`src/rtl/instr_sequencer.sv`:
```
// Instruction sequencer: small imem + PC, issues one instruction every 3 cycles
// (FETCH/DECODE/EXEC) as register/ALU controls for the downstream datapath.
module instr_sequencer #(
  parameter int PC_W    = 4,
  parameter int INSTR_W = 12
) (
  input  logic               clock,
  input  logic               reset,
  input  logic               start,
  input  logic               load_en,
  input  logic [PC_W-1:0]    load_addr,
  input  logic [INSTR_W-1:0] load_data,
  input  logic               zero_flag,
  output logic [1:0]         read_reg_num1,
  output logic [1:0]         read_reg_num2,
  output logic [1:0]         write_reg,
  output logic [2:0]         alu_control,
  output logic               regwrite,
  output logic [PC_W-1:0]    pc,
  output logic               busy,
  output logic               halted
);

  localparam int DEPTH = 1 << PC_W;
  localparam logic [PC_W-1:0] PC_ONE = PC_W'(1);

  localparam logic [1:0] T_ALU  = 2'b00;
  localparam logic [1:0] T_BZ   = 2'b01;
  localparam logic [1:0] T_HALT = 2'b11;

  typedef enum logic [2:0] {
    S_IDLE, S_FETCH, S_DECODE, S_EXEC, S_HALTED
  } state_t;

  state_t             state;
  logic [INSTR_W-1:0] imem [DEPTH];
  logic [INSTR_W-1:0] ir;
  logic [1:0]         ir_type;
  logic [PC_W-1:0]    bz_target;
  logic               quiescent;

  assign ir_type   = ir[11:10];
  assign bz_target = ir[PC_W-1:0];
  assign quiescent = (state == S_IDLE) || (state == S_HALTED);

  // Program memory is deliberately left out of reset so a reloaded program survives it.
  always_ff @(posedge clock) begin
    if (load_en && quiescent)
      imem[load_addr] <= load_data;
  end

  always_ff @(posedge clock) begin
    if (reset) begin
      state         <= S_IDLE;
      pc            <= '0;
      ir            <= '0;
      read_reg_num1 <= '0;
      read_reg_num2 <= '0;
      write_reg     <= '0;
      alu_control   <= '0;
      regwrite      <= 1'b0;
      busy          <= 1'b0;
      halted        <= 1'b0;
    end else begin
      case (state)
        S_IDLE, S_HALTED: begin
          if (start) begin
            state  <= S_FETCH;
            pc     <= '0;
            busy   <= 1'b1;
            halted <= 1'b0;
          end
        end
        S_FETCH: begin
          ir    <= imem[pc];
          state <= S_DECODE;
        end
        S_DECODE: begin
          // Fields stay put through EXEC so a BZ compare settles before zero_flag is sampled.
          alu_control   <= ir[9:7];
          read_reg_num1 <= ir[6:5];
          read_reg_num2 <= ir[4:3];
          write_reg     <= ir[2:1];
          regwrite      <= (ir_type == T_ALU);
          state         <= S_EXEC;
        end
        S_EXEC: begin
          regwrite <= 1'b0;
          state    <= S_FETCH;
          case (ir_type)
            T_BZ:    pc <= zero_flag ? bz_target : pc + PC_ONE;
            T_HALT: begin
              state  <= S_HALTED;
              busy   <= 1'b0;
              halted <= 1'b1;
            end
            default: pc <= pc + PC_ONE;
          endcase
        end
        default: state <= S_IDLE;
      endcase
    end
  end

endmodule
```
`config.mk`:
```
export PLATFORM = sky130hd
export DESIGN_NAME = instr_sequencer
export DESIGN_NICKNAME = d
export VERILOG_FILES = /design/src/rtl/instr_sequencer.sv
export SDC_FILE = /design/constraint.sdc
export NUM_CORES = 1
export LEC_CHECK = 0
export CAP_MARGIN = 20
export CELL_PAD_IN_SITES_DETAIL_PLACEMENT = 1
export CELL_PAD_IN_SITES_GLOBAL_PLACEMENT = 1
export CORE_MARGIN = 8
export CORE_UTILIZATION = 30
export DETAILED_ROUTE_END_ITERATION = 10
export GPL_TIMING_DRIVEN = 0
export PLACE_DENSITY_LB_ADDON = 0.08
export SYNTH_ARGS = -nofsm -noshare
export SYNTH_HDL_FRONTEND = slang
export SYNTH_SLANG_ARGS = --single-unit
```
`constraint.sdc`:
```
create_clock -name clock -period 7.25 [get_ports clock]
set_clock_uncertainty 0.05 [all_clocks]
set_input_delay 1.45 -clock clock [delete_from_list [all_inputs] [get_ports clock]]
set_output_delay 1.45 -clock clock [all_outputs]
set_load 0.05 [all_outputs]
```
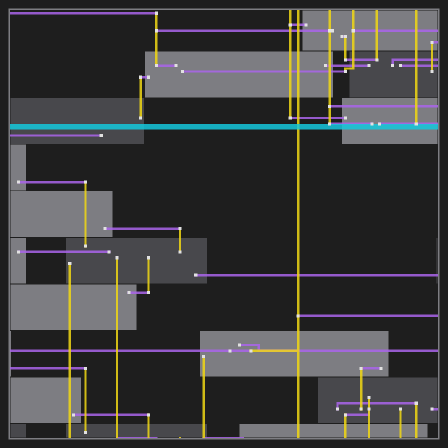
Figure 1: run 1, layout detail.
Window x 34 to 59, y 127 to 152 um. Cells in grey, sequential cells in the stronger grey; small squares are vias.
- yellow: metal 2
- cyan: metal 3
- purple: metal 1
- most frequent: edfxtp_1 (6), mux4_2 (3), clkbuf_16 (1)
- cells with their middle in the window: 10
- sequential cells in the window: 6
- netlist names of flops here include: imem (6)

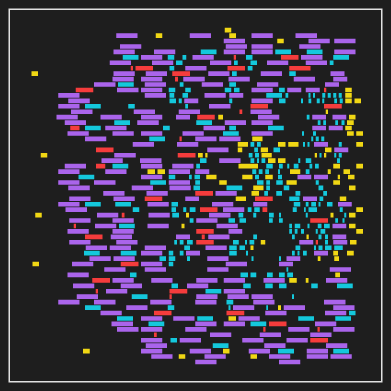
Figure 2: run 1, cell classes on the final placement.
Drawn at 2 px/um.
- red: clock drivers and dummy loads (cells 44; share of their area 7.5%)
- purple: flops (cells 223; share of their area 63%)
- cyan: combinational and other logic (cells 229; share of their area 21%)
- yellow: other buffers and delay cells (cells 79; share of their area 7.7%)

==> impl_metrics.tcl, run 1 <==
# implementation run metrics
set metrics [dict create \
    status "finished clean" \
    area_growth_pct 22.3 \
    ys_types 39 \
    dr.pass1.iters 4 \
    grt_overflow_total 0 \
    largest_area_cell "edfxtp_1" \
    async_flop_share_pct 0 \
    grt_pass1_wl_um 35900 \
    die-area_um2 34400 \
    post_cts_buffers 0 \
    drt.antenna.violating_nets 0 \
    cellLeakagePower_nw 3.21 \
    cts_tree "built" \
    root_buffer "clkbuf_16" \
    postSynthAreaPerCell_um2 18.1 \
    drive_above_1_share_pct 23.1 \
    cts.reportedPaths.clkPinSlew_ns 0.06 \
    grt_max_degree 17 \
    edf_count 192 \
    h-tree-depth 1 \
    yosys.area.top_type_share_pct 66.9 \
    tightest_slew_ns 0.966 \
    die_h_um 186 \
    largest_reg_flops 192 \
    initial_core_util_pct 30.3 \
    timing_worst_setup_path_type "reg2out" \
    drc 0 \
    fin_crit_sh_pct 45.9 \
    logic_area_um2 2150 \
    area_leaders "edfxtp_1 (67%), mux4_2 (9.4%), dfxtp_1 (7.2%), mux2i_1 (3.6%), o21ai_0 (1.1%)" \
    core-area_um2 28500 \
    startpoint_type "register" \
    cp.buffers_inverters 1 \
    fin_cells 959 \
    crit_family "buffers and inverters" \
    required_ns 5.75 \
    nets 579 \
    num_io_pins 37 \
    top_register "imem" \
    drv_slew 0 \
    place_congestion 0.728 \
    slew_headroom_pct 35.4 \
    worstPathCellList "clkdlybuf4s50_1" \
    diodes 0 \
    cp_slowest_stage_delay_ns 0.86 \
    yosys-stat-area_um2 8620 \
    setup_viol 0 \
    rsz0062_at_grt "no" \
]
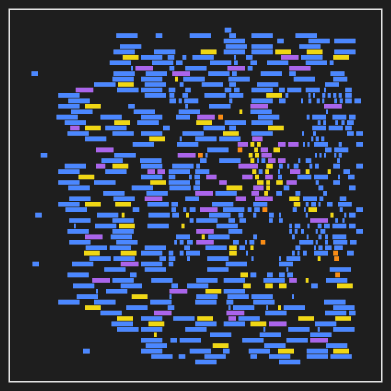
Figure 3: run 1, sizing map.
Drawn at 2 px/um.
- blue: _0 and _1 cells (cells 442; share 77%)
- purple: _6 and larger (cells 50; share 8.7%)
- yellow: _2 cells (cells 75; share 13%)
- orange: _3 and _4 cells (cells 8; share 1.4%)

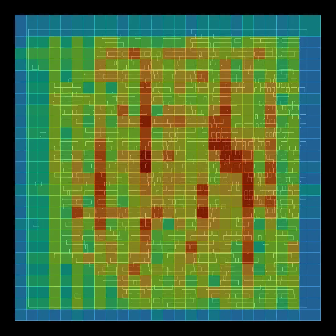
Figure 4: run 1, track usage over the die.
drt wl/cell: 25.9 um
Top Usage Layer GRT: met2

run 1: power by group:
group / total (mW) / switching, mW / internal, mW
Clock: 1.17 / 0.486 / 0.686
Sequential: 1.44 / 0.0163 / 1.42
Combinational: 0.142 / 0.0939 / 0.0482
run 1: synthesized netlist by cell type, types with 6 or more instances:
master	instances
buf_4	7
nand2b_1	15
o221ai_1	6
a22oi_1	9
mux2_2	6
mux2i_1	31
clkbuf_1	6
edfxtp_1	192
dfxtp_1	31
mux4_2	36
nor3_1	7
a32oi_1	9
buf_2	8
a21oi_1	18
o21ai_0	19
nand2_1	25
nor2_1	19
run 1: layer usage:
layer  GRT usage, %  vias to the layer above  share of wire (%)
met1           19.2                     2520                 44
met3           2.67                       52                5.4
met2           23.8                      135                 47
li1               -                     2080                  -
met5              0                        -                  0
met4           6.27                        0                4.0
run 1: cell type report:
type	instances	share of cell area, %
Buffer	23	1.31
Tap cell	384	4.56
Clock buffer	34	6.44
Sequential cell	223	60.6
Clock inverter	10	0.700
Multi-Input combinational cell	229	20.4
Timing Repair Buffer	56	6.06
run 1: path summary, 6_finish.rpt:
kind / start / endpoint / slack (ns) / cells past startpoint
hold / removal: halted$_SDFFE_PP0P_ / halted$_SDFFE_PP0P_ / 0.40 / 2
setup / recovery: pc[2]$_SDFFE_PP0P_ / pc[2] / 3.92 / 1
hold reg to reg: halted$_SDFFE_PP0P_ / halted$_SDFFE_PP0P_ / 0.40 / 2
setup reg to reg: state[0]$_SDFFE_PP0P_ / imem[3][6]$_DFFE_PP_ / 4.78 / 6
run 1: placed cells by master, fill, tap and decap left out, types with 15 or more instances in the layout:
cell type        instances
edfxtp_1               192
dfxtp_1                 31
clkdlybuf4s50_1         36
o21ai_0                 19
a21oi_1                 18
mux2i_1                 31
mux4_2                  36
nand2b_1                15
nand2_1                 25
clkbuf_16               25
run 1: cell families after synthesis:
kind of cell,share of synthesized area [%]
AND-OR/OR-AND,4.95
AND/OR/NAND/NOR,5.33
XOR/XNOR,0.102
flip-flops,74.1
adder cells (fa/ha/maj),0.145
buffers and inverters,1.60
multiplexers,13.8
run 1: per-stage QoR:
stage | hold WS, ns | utilization [%] | total power, mW
floorplan | 0.382 | - | 1.53
global placement | 0.398 | 33.2 | 1.60
detailed placement | 0.398 | 34.4 | 1.61
CTS | 0.407 | 37.0 | 2.79
global route | 0.425 | 37.0 | 2.85
finish | 0.404 | 37.0 | 2.75
==> run 2: changes to the inputs <==
clock period = 2.85 ns   (was 7.25 ns; I/O delays follow)
==> impl_metrics.tcl, run 2 <==
# implementation run metrics
set metrics [dict create \
    status "finished clean" \
    ys_seq_share_pct 74.1 \
    whs_path_depth 2 \
    vias 4787 \
    p_int_mw 5.48 \
    top_usage_layer "met2" \
    core-area_um2 28500 \
    yosys.area.top_type_share_pct 66.9 \
    area_growth_pct 22.3 \
    fmax_mhz 405 \
    die_h_um 186 \
    clkPwrFrac_pct 42.6 \
    root_buffer "clkbuf_16" \
    cts_tree "built" \
    largest_area_cell "edfxtp_1" \
    h-tree-depth 1 \
    hp-start "halted$_SDFFE_PP0P_" \
    drc 0 \
    ir_worst_vdd_v 0.000336 \
    common_cells "edfxtp_1 (192), mux4_2 (36), dfxtp_1 (31), mux2i_1 (31), nand2_1 (25)" \
    cts.reportedPaths.clkPinSlew_ns 0.06 \
    grt_util_met1_pct 19.2 \
    fin_crit_sh_pct 86.7 \
    initial_core_util_pct 30.3 \
    yosys-stat-area_um2 8620 \
    cp-startpoint "state[0]$_SDFFE_PP0P_" \
    place_congestion 0.728 \
    logic_area_um2 2150 \
    num_io_pins 37 \
    top_register "imem" \
    startpoint_type "register" \
    gr-usage-met2_pct 23.8 \
    hold_class "reg2reg" \
    post_cts_buffers 0 \
    largest_reg_flops 192 \
    async_flop_share_pct 0 \
    dp_hpwl_um 17000 \
    rsz0062_at_grt "no" \
    synth.most_common_cell "edfxtp_1" \
    edf_count 192 \
    cellLeakagePower_nw 3.21 \
    wl_per_cell_um 25.9 \
    drv_slew 0 \
    final_cell_mix "edfxtp_1 (192), mux4_2 (36), clkdlybuf4s50_1 (36)" \
    seq_area_um2 6390 \
    cp-end-kind "register" \
    diodes 0 \
    finalHoldViolCount 0 \
    slew_headroom_pct 35.4 \
    postSynthAreaPerCell_um2 18.1 \
    post_cts_resized 0 \
    drive_above_1_share_pct 23.1 \
    required_ns 3.03 \
    drt.antenna.violating_nets 0 \
    fillers 2852 \
    reg2reg_from "state[0]$_SDFFE_PP0P_" \
    critPathArrivalTime_ns 2.65 \
    setup_viol 0 \
    seq_power_share_pct 52.2 \
    die-area_um2 34400 \
    dr.pass1.iters 4 \
    reg2reg_depth 6 \
    ys_types 39 \
    antenna_found_initial 0 \
    timing_worst_setup_path_type "reg2reg" \
    grt_util_met3_pct 2.67 \
    sw_frac_of_total_pct 21.7 \
    grt_max_degree 17 \
    grt_overflow_total 0 \
    power_frac_comb_pct 5.2 \
    tightest_slew_ns 0.966 \
    lay_top_count "edfxtp_1" \
    utilization_pct 37.0 \
    switching_power_mw 1.52 \
    area_leaders "edfxtp_1 (67%), mux4_2 (9.4%), dfxtp_1 (7.2%), mux2i_1 (3.6%), o21ai_0 (1.1%)" \
    nets 579 \
    grt_pass1_wl_um 35900 \
    cap_violations 0 \
]
run 2: cell counts after synthesis:
No cell type changed its count.
run 2: through the flow:
| step | cell area [um^2] | cells | power [mW] | hold WS, ns |
|---|---|---|---|---|
| floorplan | 8620 | 475 | 3.88 | 0.382 |
| global placement | 9460 | 895 | 4.06 | 0.398 |
| detailed placement | 9790 | 915 | 4.09 | 0.398 |
| CTS | 10500 | 959 | 7.09 | 0.407 |
| global route | 10500 | 959 | 7.25 | 0.425 |
| finish | 10500 | 959 | 7.00 | 0.404 |
run 2: layout make-up:
type                       count  share of cell area, %
buffer                        23                   1.31
multi-input combinational    229                   20.4
tap                          384                   4.56
timing repair buffer          56                   6.06
clock buffer                  34                   6.44
clock inverter                10                  0.700
sequential                   223                   60.6
run 2: path summary, 6_finish.rpt:
path / end / slack [ns]
max: imem[3][6]$_DFFE_PP_ / 0.38
min: halted$_SDFFE_PP0P_ / 0.40
max reg2reg: imem[3][6]$_DFFE_PP_ / 0.38
min reg2reg: halted$_SDFFE_PP0P_ / 0.40
run 2: critical path, stage by stage, from the launching register on:
cell and delay (ns):
dfxtp_1 0.29, buf_2 0.16, nor2_2 0.30, nand4_1 0.32, nor3_2 0.66, buf_6 0.24, buf_6 0.14
run 2: cell families (layout without fill, tap and decap cells):
logic type	after synthesis	count (layout)	share of synthesized area (%)
DFF	223	223	74.1
and+or+nand+nor	88	88	5.33
muxes	73	73	13.8
AOI/OAI and AO/OA	66	66	4.95
buffers and inverters	23	123	1.60
adders and majority gates	1	1	0.145
xor gates and xnor gates	1	1	0.102
run 2: metal layers:
| layer | up-vias | wire length, um |
|---|---|---|
| li1 | 2080 | - |
| met1 | 2520 | 10900 |
| met2 | 135 | 11600 |
| met3 | 52 | 1350 |
| met4 | 0 | 995 |
| met5 | - | 0 |
run 2: power by group through the flow:
stage | registers (mW) | clock network (mW) | logic [mW]
after global placement | 3.72 | 0 | 0.338
after CTS | 3.65 | 3.07 | 0.368
final | 3.65 | 2.98 | 0.362
after detailed placement | 3.72 | 0 | 0.368
after floorplan | 3.73 | 0 | 0.156
after global routing | 3.66 | 3.20 | 0.393
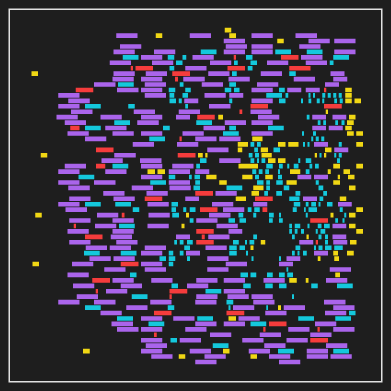
Figure 5: run 2, cell classes on the final placement.
Drawn at 2 px/um.
- purple: flops (cells 223; share of their area 63%)
- yellow: other buffers and delay cells (cells 79; share of their area 7.7%)
- red: clock drivers and dummy loads (cells 44; share of their area 7.5%)
- cyan: combinational and other logic (cells 229; share of their area 21%)

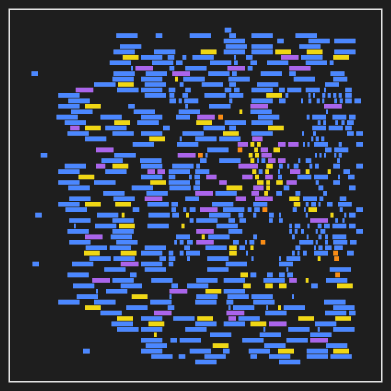
Figure 6: run 2, sizing map.
Drawn at 2 px/um.
- yellow: _2 cells (cells 75; share 13%)
- blue: _0 and _1 cells (cells 442; share 77%)
- orange: _3 and _4 cells (cells 8; share 1.4%)
- purple: _6 and larger (cells 50; share 8.7%)

==> run 3: changes to the inputs <==
RECOVER_POWER = 50   (was default)
clock period = 2.7 ns   (was 2.85 ns; I/O delays follow)
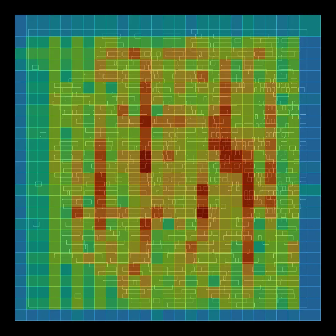
Figure 7: run 3, track usage over the die.
drt wl/cell: 26.0 um
fin util: 37.0%
gr usage total: 14.7%

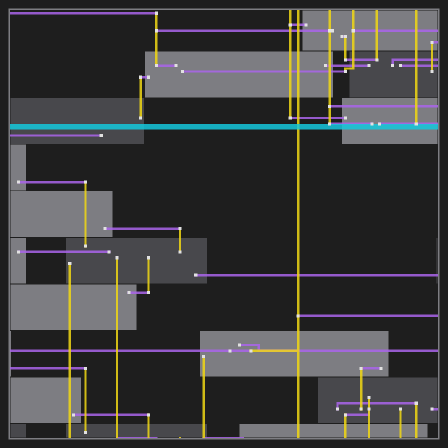
Figure 8: run 3, layout detail.
Window x 34 to 59, y 127 to 152 um. Cells in grey, sequential cells in the stronger grey; small squares are vias.
- purple: metal 1
- cyan: metal 3
- yellow: metal 2
- netlist names of flops here include: imem (6)
- cells with their middle in the window: 10
- most frequent: edfxtp_1 (6), mux4_2 (3), clkbuf_16 (1)
- sequential cells in the window: 6

==> impl_metrics.tcl, run 3 <==
# implementation run metrics
set metrics [dict create \
    cp-end-kind "register" \
    post_cts_resized 0 \
    die-area_um2 34400 \
    ctsLongestPathBuffers 3 \
    drv_slew 0 \
    cp.buffers_inverters 3 \
    fmax_mhz 408 \
    power_density_nw_per_um2 701 \
    hold_buffers 0 \
    cellLeakagePower_nw 3.22 \
    reg2reg_depth 6 \
    drc 0 \
    grt_pass1_wl_um 35900 \
    cap_violations 0 \
    required_ns 2.89 \
    yosys.area.top_type_share_pct 66.9 \
    cp_slowest_stage_delay_ns 0.66 \
    whs_path_depth 2 \
    die_h_um 186 \
    post_cts_buffers 0 \
    cts_tree "built" \
    hold_class "reg2reg" \
    final_cell_mix "edfxtp_1 (192), mux4_2 (36), mux2i_1 (31), dfxtp_1 (31)" \
    drive_above_1_share_pct 22.8 \
    largest_reg_flops 192 \
    ys_types 39 \
    worstPathCellList "buf_2, nor2_2, nand4_1, nor3_2, buf_6, buf_6" \
    synth.most_common_cell "edfxtp_1" \
    crit_path_top_delay_cell "nor3_2" \
    cts.reportedPaths.clkPinSlew_ns 0.06 \
    grt_pass1_vias 5113 \
    cp_common_cell "buf_6" \
    finalHoldViolCount 0 \
    top_register "imem" \
    initial_core_util_pct 30.3 \
    root_buffer "clkbuf_16" \
    fin_cells 959 \
    vias_per_cell 4.95 \
    largest_area_cell "edfxtp_1" \
    area_leaders "edfxtp_1 (67%), mux4_2 (9.4%), dfxtp_1 (7.2%), mux2i_1 (3.6%), o21ai_0 (1.1%)" \
    critPathArrivalTime_ns 2.64 \
    top_regs "imem x192, ir x12, pc x4" \
    yosys-stat-area_um2 8620 \
    area_growth_pct 22.1 \
    common_cells "edfxtp_1 (192), mux4_2 (36), dfxtp_1 (31), mux2i_1 (31), nand2_1 (25)" \
    rsz0062_at_grt "no" \
    slew_headroom_pct 34.2 \
    grt_overflow_total 0 \
    startpoint_type "register" \
    p_total_mw 7.38 \
    timing_worst_setup_path_type "reg2reg" \
    postSynthAreaPerCell_um2 18.1 \
    num_io_pins 37 \
    lay_top_count "edfxtp_1" \
    synth_flops 223 \
    dp_hpwl_um 17000 \
    place_congestion 0.728 \
    ir_worst_vdd_v 0.000358 \
    fin_ws_ns 0.248 \
    postSynthCellCount 475 \
    period_needed_ns 2.45 \
    vias 4747 \
    clkSinkCount 223 \
    status "finished clean" \
    antenna_found_initial 0 \
    fp_nets 497 \
    rows 62 \
    ys.flop_type "edfxtp_1" \
    fin_crit_sh_pct 90.8 \
    tightest_slew_ns 0.984 \
    grt_max_degree 17 \
    dp.cells 915 \
    nets 579 \
    warning_count 26 \
    drt.antenna.violating_nets 0 \
    portBuffers 36 \
    h-tree-depth 1 \
    diodes 0 \
    cp.depth 6 \
    ys_seq_share_pct 74.1 \
    core-area_um2 28500 \
    crit_fanout 9 \
    async_flop_share_pct 0 \
    setup_viol 0 \
    edf_count 192 \
    crit_family "simple AND/OR/NAND/NOR gates" \
    drt_iter0_drc 297 \
    yosys_cells 475 \
    dr.pass1.iters 4 \
    netlist_area_um2 8620 \
]
## run 3: cell counts after synthesis
Identical to the previous run, type by type.
## run 3: worst paths after layout
path                    startpoint              endpoint  slack, ns
max          state[0]$_SDFFE_PP0P_  imem[3][6]$_DFFE_PP_       0.25
min            halted$_SDFFE_PP0P_   halted$_SDFFE_PP0P_       0.40
max reg2reg  state[0]$_SDFFE_PP0P_  imem[3][6]$_DFFE_PP_       0.25
min reg2reg    halted$_SDFFE_PP0P_   halted$_SDFFE_PP0P_       0.40
## run 3: kinds of logic after synthesis
| family | after synthesis | synth area share (%) |
|---|---|---|
| AOI/OAI and AO/OA | 66 | 4.95 |
| xor gates and xnor gates | 1 | 0.102 |
| adders and majority gates | 1 | 0.145 |
| buffers and inverters | 23 | 1.60 |
| DFF | 223 | 74.1 |
| muxes | 73 | 13.8 |
| and+or+nand+nor | 88 | 5.33 |
## run 3: cell type report
type                            count  area, um^2
Multi-Input combinational cell    229        2140
Timing Repair Buffer               56         629
Clock buffer                       34         679
Buffer                             23         138
Sequential cell                   223        6390
Clock inverter                     10        73.8
Fill cell                        2853       17900
Tap cell                          384         480
## run 3: per-layer routing
layer | up-vias | global-route usage [%] | wire, um
li1 | 2083 | - | -
met1 | 2486 | 19.2 | 10900
met2 | 127 | 23.8 | 11500
met3 | 51 | 2.67 | 1460
met4 | 0 | 6.27 | 981
met5 | - | 0 | 0
## run 3: through the flow
step	cell area, um^2	hold WS, ns	setup TNS, ns
finish	10500	0.404	0
global route	10500	0.425	0
CTS	10500	0.407	0
detailed placement	9790	0.398	-1.41
global placement	9460	0.398	-156.77
floorplan	8620	0.382	0
## run 3: power breakdown
| part | leakage [nW] | switching (mW) | internal (mW) |
|---|---|---|---|
| Clock | 0.369 | 1.31 | 1.84 |
| Combinational | 0.863 | 0.251 | 0.125 |
| Sequential | 1.98 | 0.0441 | 3.81 |
## run 3: worst register-to-register path: cells and delay by family (launching register included)
family        cells  cell delay [ns]
buf+inv           3             0.55
flops             1             0.29
simple gates      3             1.27
Power figures rest on the tool's default switching activity, not on a simulated workload.
